[config.mk]
export PLATFORM = sky130hd
export DESIGN_NAME = hazard_fwd_unit
export DESIGN_NICKNAME = d
export VERILOG_FILES = /design/src/rtl/hazard_fwd_unit.sv
export SDC_FILE = /design/constraint.sdc
export NUM_CORES = 1
export LEC_CHECK = 0
export ABC_AREA = 1
export ABC_CLOCK_PERIOD_IN_PS = 2200
export CAP_MARGIN = 10
export CORE_UTILIZATION = 31
export CTS_CLUSTER_SIZE = 14
export DETAILED_ROUTE_END_ITERATION = 8
export PLACE_DENSITY = 0.49
export SLEW_MARGIN = 20
export SYNTH_ARGS = -nofsm -noshare
export SYNTH_HDL_FRONTEND = slang
export SYNTH_SLANG_ARGS = --single-unit
[constraint.sdc]
create_clock -name clk -period 2.2 [get_ports clk]
set_input_delay 0.22 -clock clk [delete_from_list [all_inputs] [get_ports clk]]
set_output_delay 0.22 -clock clk [all_outputs]
set_load 0.03 [all_outputs]
[src/rtl/hazard_fwd_unit.sv]
// Decode-stage hazard unit: operand bypass selects, load-use stall
// and a saturating stall counter, driven by a shadow EX/MEM/WB pipe.
module hazard_fwd_unit #(
    parameter int ADDR_SIZE = 5,
    parameter int CNT_W     = 32
) (
    input  logic                 clk,
    input  logic                 rst_n,
    input  logic                 D_valid,
    input  logic [ADDR_SIZE-1:0] D_ra,
    input  logic [ADDR_SIZE-1:0] D_rb,
    input  logic                 D_use_ra,
    input  logic                 D_use_rb,
    input  logic [ADDR_SIZE-1:0] D_rd,
    input  logic                 D_we,
    input  logic                 D_ld,
    input  logic                 flush,
    output logic [1:0]           EX_D_bp,
    output logic [1:0]           MEM_D_bp,
    output logic [1:0]           WB_D_bp,
    output logic                 stall,
    output logic                 EX_bubble,
    output logic [CNT_W-1:0]     stall_cnt
);

    typedef struct packed {
        logic                 v;
        logic                 we;
        logic [ADDR_SIZE-1:0] rd;
        logic                 ld;
    } shadow_t;

    localparam logic [CNT_W-1:0] CNT_ONE = CNT_W'(1);

    shadow_t ex_q;
    shadow_t mem_q;
    shadow_t wb_q;
    shadow_t ex_d;
    logic    bubble_d;

    logic ra_live;
    logic rb_live;
    logic hit_ex_ra;
    logic hit_ex_rb;
    logic hit_mem_ra;
    logic hit_mem_rb;
    logic hit_wb_ra;
    logic hit_wb_rb;
    logic lu;

    // Source operands that can ever hit: real, read, and not x0.
    always_comb begin
        ra_live = D_valid & D_use_ra & (D_ra != '0);
        rb_live = D_valid & D_use_rb & (D_rb != '0);
    end

    // Compare decode sources against every shadow stage destination.
    always_comb begin
        hit_ex_ra  = ra_live & ex_q.v & ex_q.we
                   & (ex_q.rd == D_ra);
        hit_ex_rb  = rb_live & ex_q.v & ex_q.we
                   & (ex_q.rd == D_rb);
        hit_mem_ra = ra_live & mem_q.v & mem_q.we
                   & (mem_q.rd == D_ra);
        hit_mem_rb = rb_live & mem_q.v & mem_q.we
                   & (mem_q.rd == D_rb);
        hit_wb_ra  = ra_live & wb_q.v & wb_q.we
                   & (wb_q.rd == D_ra);
        hit_wb_rb  = rb_live & wb_q.v & wb_q.we
                   & (wb_q.rd == D_rb);
    end

    // Youngest producer wins; a load in EX blocks every older source
    // for that operand because its value is not ready yet.
    always_comb begin
        EX_D_bp[1]  = hit_ex_ra & ~ex_q.ld;
        EX_D_bp[0]  = hit_ex_rb & ~ex_q.ld;
        MEM_D_bp[1] = hit_mem_ra & ~hit_ex_ra;
        MEM_D_bp[0] = hit_mem_rb & ~hit_ex_rb;
        WB_D_bp[1]  = hit_wb_ra & ~hit_ex_ra & ~hit_mem_ra;
        WB_D_bp[0]  = hit_wb_rb & ~hit_ex_rb & ~hit_mem_rb;
        lu          = (hit_ex_ra | hit_ex_rb) & ex_q.ld;
        stall       = lu & ~flush;
    end

    // Next EX entry: a squashed or held decode becomes a bubble.
    always_comb begin
        ex_d     = '0;
        bubble_d = 1'b0;
        unique case (1'b1)
            flush, stall: begin
                ex_d     = '0;
                bubble_d = 1'b1;
            end
            default: begin
                ex_d.v   = D_valid;
                ex_d.we  = D_we & D_valid;
                ex_d.rd  = D_rd;
                ex_d.ld  = D_ld & D_valid;
                bubble_d = 1'b0;
            end
        endcase
    end

    // Shadow pipe advances every cycle; older stages never stall.
    always_ff @(posedge clk or negedge rst_n) begin
        if (!rst_n) begin
            ex_q      <= '0;
            mem_q     <= '0;
            wb_q      <= '0;
            EX_bubble <= 1'b0;
        end else begin
            ex_q      <= ex_d;
            mem_q     <= ex_q;
            wb_q      <= mem_q;
            EX_bubble <= bubble_d;
        end
    end

    // Stall cycle counter, pinned at all-ones once full.
    always_ff @(posedge clk or negedge rst_n) begin
        if (!rst_n) begin
            stall_cnt <= '0;
        end else if (stall && !(&stall_cnt)) begin
            stall_cnt <= stall_cnt + CNT_ONE;
        end
    end

endmodule

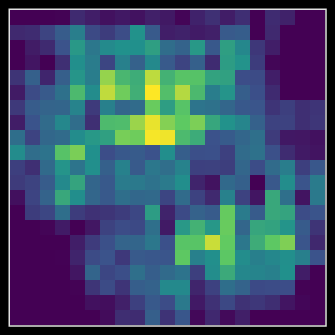
Run 1: signal metal coverage by tile
Scale: 3 px per um. 21 x 21 tiles, from dark purple (low) to yellow (high), scaled to the fullest tile. Values are wire area over tile area, all layers added.
- nearly empty tiles: 16%
- tiles over half the peak: 17%
- fullest tile: 0.45
final WL: 9258 um
Wirelength per Cell: 13.52 um
Via Count: 3123
gr usage total: 0.1703

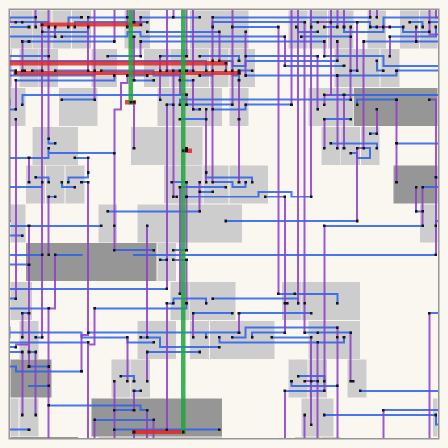
Run 1: close-up of the layout
Region (38, 38) to (68, 68) um. Cells in grey, sequential cells in the stronger grey; small squares are vias.
- metal 2: purple
- metal 3: red
- metal 4: green
- metal 1: blue
- netlist names of flops here include: `stall_cnt` (3)
- cells with their middle in the window: 63
- most frequent: nand2_1 (28), inv_1 (5)
- sequential cells in the window: 3

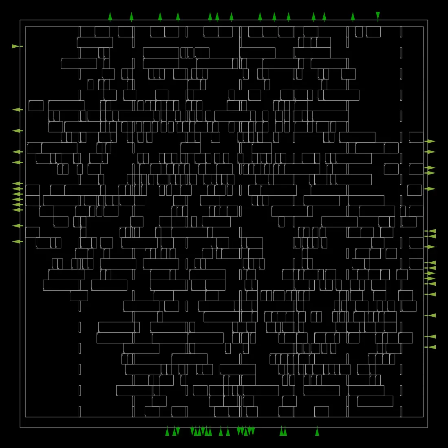
Run 1: cell outlines without signal wires
Seq area share: 0.3176
tap cell count: 136
Seq cells: 55
Core Area: 10320 um^2

==> impl_metrics.yaml, run 1 <==
# synthesis and place-and-route metrics
status:
  status: "finished clean"
drt:
  drt_pass1_iterations: 4
  drc: 0
  wl_met3_um: 337
  wl_met1_um: 4800
  drt_iter0_markers: 164
synth:
  netlist_top_cells_count: "nand2_1, dfrtp_1, nor2_1, inv_1, xor2_1"
  synth_xor_xnor_area_share: 0.1117
  ys_area_um2: 3292
  ys_sh_simple: 0.3767
  synth.most_common_cell: "nand2_1"
  syn_inst: 460
  ys_cells: 460
  synth_top_area_share: 0.4181
  top_logic_kind: "simple AND/OR/NAND/NOR gates"
  synth_area_um2: 3292
  ys_types: 27
cells_and_area:
  largest_register_ffs: 32
  finish.instance_area_um2: 4333
  finalNonFillerCells: 685
  drive_gt1_frac: 0.1002
  most-common-layout-cells: "nand2_1, dfrtp_1, nor2_1"
  layout.cells.most_common: "nand2_1"
  largest-register: "stall_cnt"
  diodes: 0
  nFillCells: 1074
  nets: 572
power:
  ir_drop_mv: 0.2486
  leakage_nw: 2.092
  netSwitchingFraction: 0.2493
  maxPowerGroup: "sequential cells"
  p_clk_frac: 0.327
setup_path:
  rr_worst_depth: 10
  r2r_end: "stall_cnt[28]"
  cpMostUsedCell: "buf_4"
  criticalPathCategory: "primary input to output port"
  start_kind: "primary input"
  cp-endpoint: "MEM_D_bp[0]"
  cp_top_family: "buffers and inverters"
  cp_num_cells: 7
placement:
  port_buffers: 62
  dp_hpwl_um: 7275
  dp_slack_ns: -0.1412
  placed_area_um2: 4213
  globalplace.congestion: 0.8841
worst_hold_path:
  hold_path_class: "flip-flop to flip-flop"
  holdPathStages: 0
clock_network:
  clkTransAtPathRegs_ns: 0.10
  cts_tree: "done"
  numCtsBuffers: 5
  clock_latency_ns: 0.31
run:
  cap_violations: 0
  warnings: 26
floorplan:
  initCoreUtil: 0.3189
  pin_count: 63
  std_cell_rows: 37
final_timing:
  rsz0062_at_grt: "false"
  tightestPinTransition_ns: 0.5457
  setup_viol: 0
  tns_ns: 0
  whs_ns: 0.3838
  hold_viol_final: 0
  skew_ns: 0.01550
  fin_crit_sh: 0.9315
global_routing:
  grt_max_degree: 35
run 1: repair_timing:
item,in CTS,in global routing
buffers inserted,0,0
gates resized,0,1
hold buffers,1,0
endpoints found under the setup margin,0,32
endpoints found under the hold margin,21,0
run 1: final cells by class:
class	count	area (um^2)	share of cell area
Multi-Input combinational cell	353	1705	0.3936
Sequential cell	55	1376	0.3176
Timing Repair Buffer	86	805.8	0.1860
Inverter	47	176.4	0.04072
Tap cell	136	170.2	0.03927
Clock buffer	6	82.58	0.01906
Clock inverter	2	16.27	0.003754
run 1: routing by layer:
layer,global-route usage,up-vias
met1,0.2491,1452
met3,0.02558,5
met4,0.03622,0
li1,-,1592
met2,0.2644,74
met5,0,-
Run 1, routed metal, one colour a layer:
Scale: 4 px per um. Only two layers are drawn.
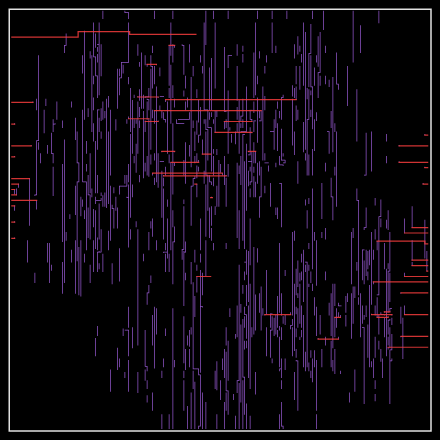

--- run 2 (diff from run 1) ---
Settings changed: CELL_PAD_IN_SITES_DETAIL_PLACEMENT from default to 0, CELL_PAD_IN_SITES_GLOBAL_PLACEMENT from default to 1, CORE_ASPECT_RATIO from default to 0.9, CORE_MARGIN from default to 2, PLACE_DENSITY 0.49 to 0.65.
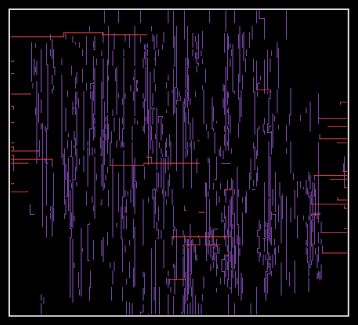
Run 2: routed metal, one colour a layer
Scale: 3 px per um. Only two layers are drawn.
- metal 3: red (wire length 248 um)
- metal 2: purple (wire length 3950 um)

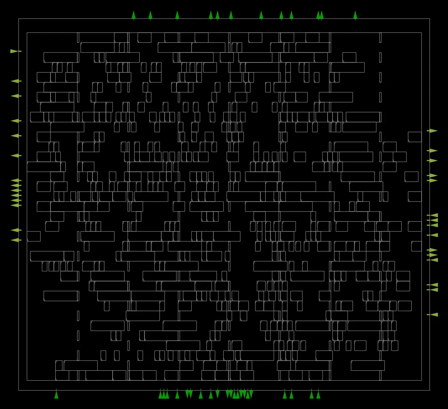
Run 2: cell outlines without signal wires
Final Non-Filler Cells: 661
tap cell count: 129
Core Area: 10290 um^2
Seq area share: 0.3229

==> impl_metrics.yaml, run 2 <==
# synthesis and place-and-route metrics
setup_path:
  r2r_end: "stall_cnt[0]"
  cp_top_family: "buffers and inverters"
  cp_num_cells: 10
  rr_worst_depth: 11
  start_kind: "primary input"
  cpMostUsedCell: "nand3_2"
  cp-endpoint: "stall"
  criticalPathCategory: "primary input to output port"
worst_hold_path:
  holdPathStages: 0
placement:
  dp_hpwl_um: 7424
  placed_area_um2: 4096
  port_buffers: 62
  dp_slack_ns: 0.09764
drt:
  wire_per_inst_um: 14.34
  vias: 3031
  drt_pass1_iterations: 5
  drc: 0
  drt_iter0_markers: 155
cells_and_area:
  diodes: 0
  largest_register_ffs: 32
  most-common-layout-cells: "nand2_1, dfrtp_1, nor2_1"
  finish.instance_area_um2: 4263
  seqCellArea_um2: 1376
  nets: 555
  layout.area.comb_um2: 1700
  nFillCells: 1096
  layout.cells.most_common: "nand2_1"
status:
  status: "finished clean"
global_routing:
  met3_usage: 0.02573
  use_met2: 0.2529
  grt_util_all_layers: 0.1713
  grt_max_degree: 56
  grtUsageMet1: 0.2625
  busiest_layer: "met1"
run:
  warnings: 26
  cap_violations: 0
clock_network:
  cts-hold-fix-buffers: 1
  cts_tree: "done"
  numCtsBuffers: 5
  postCtsSetupBuffers: 0
  post_cts_resize_count: 0
  clkTransAtPathRegs_ns: 0.08
  clock_latency_ns: 0.29
synth:
  syn_inst: 460
  netlist_top_cells_count: "nand2_1, dfrtp_1, nor2_1, inv_1, xor2_1"
  ys_sh_simple: 0.3767
  ys_types: 27
  synth_xor_xnor_area_share: 0.1117
  ys_area_um2: 3292
  synth_area_um2: 3292
  synth.most_common_cell: "nand2_1"
  synth_top_area_share: 0.4181
  top_logic_kind: "simple AND/OR/NAND/NOR gates"
final_timing:
  skew_ns: 0.007662
  tightestPinTransition_ns: 0.4245
  rsz0062_at_grt: "false"
  whs_ns: 0.3793
  fin_crit_sh: 0.9332
power:
  ir_drop_mv: 0.2838
floorplan:
  pin_count: 63
  initCoreUtil: 0.3199
==> run 2: power by group <==
group / internal, W / leakage (nW) / switching [W]
registers: 0.00103 / 0.745 / 0.0000180
clock network: 0.000430 / 0.0746 / 0.000391
logic: 0.0000754 / 1.24 / 0.0000967
==> run 2: layer usage <==
layer  share of wire  vias to the layer above  routed length (um)
met5               0                        -                   0
met4           0.013                        0                 125
met3           0.026                       11                 247
met2            0.42                       47                3948
met1            0.54                     1418                5161
li1                -                     1555                   -
==> run 2: area by class of cell <==
class | count | share of cell area
multi-input cells | 352 | 0.3989
clock inverters | 3 | 0.005283
inverters | 47 | 0.04139
clock buffers | 5 | 0.02935
repair buffers | 70 | 0.1644
flip-flops and latches | 55 | 0.3229
well taps | 129 | 0.03786
Power figures rest on the tool's default switching activity, not on a simulated workload.
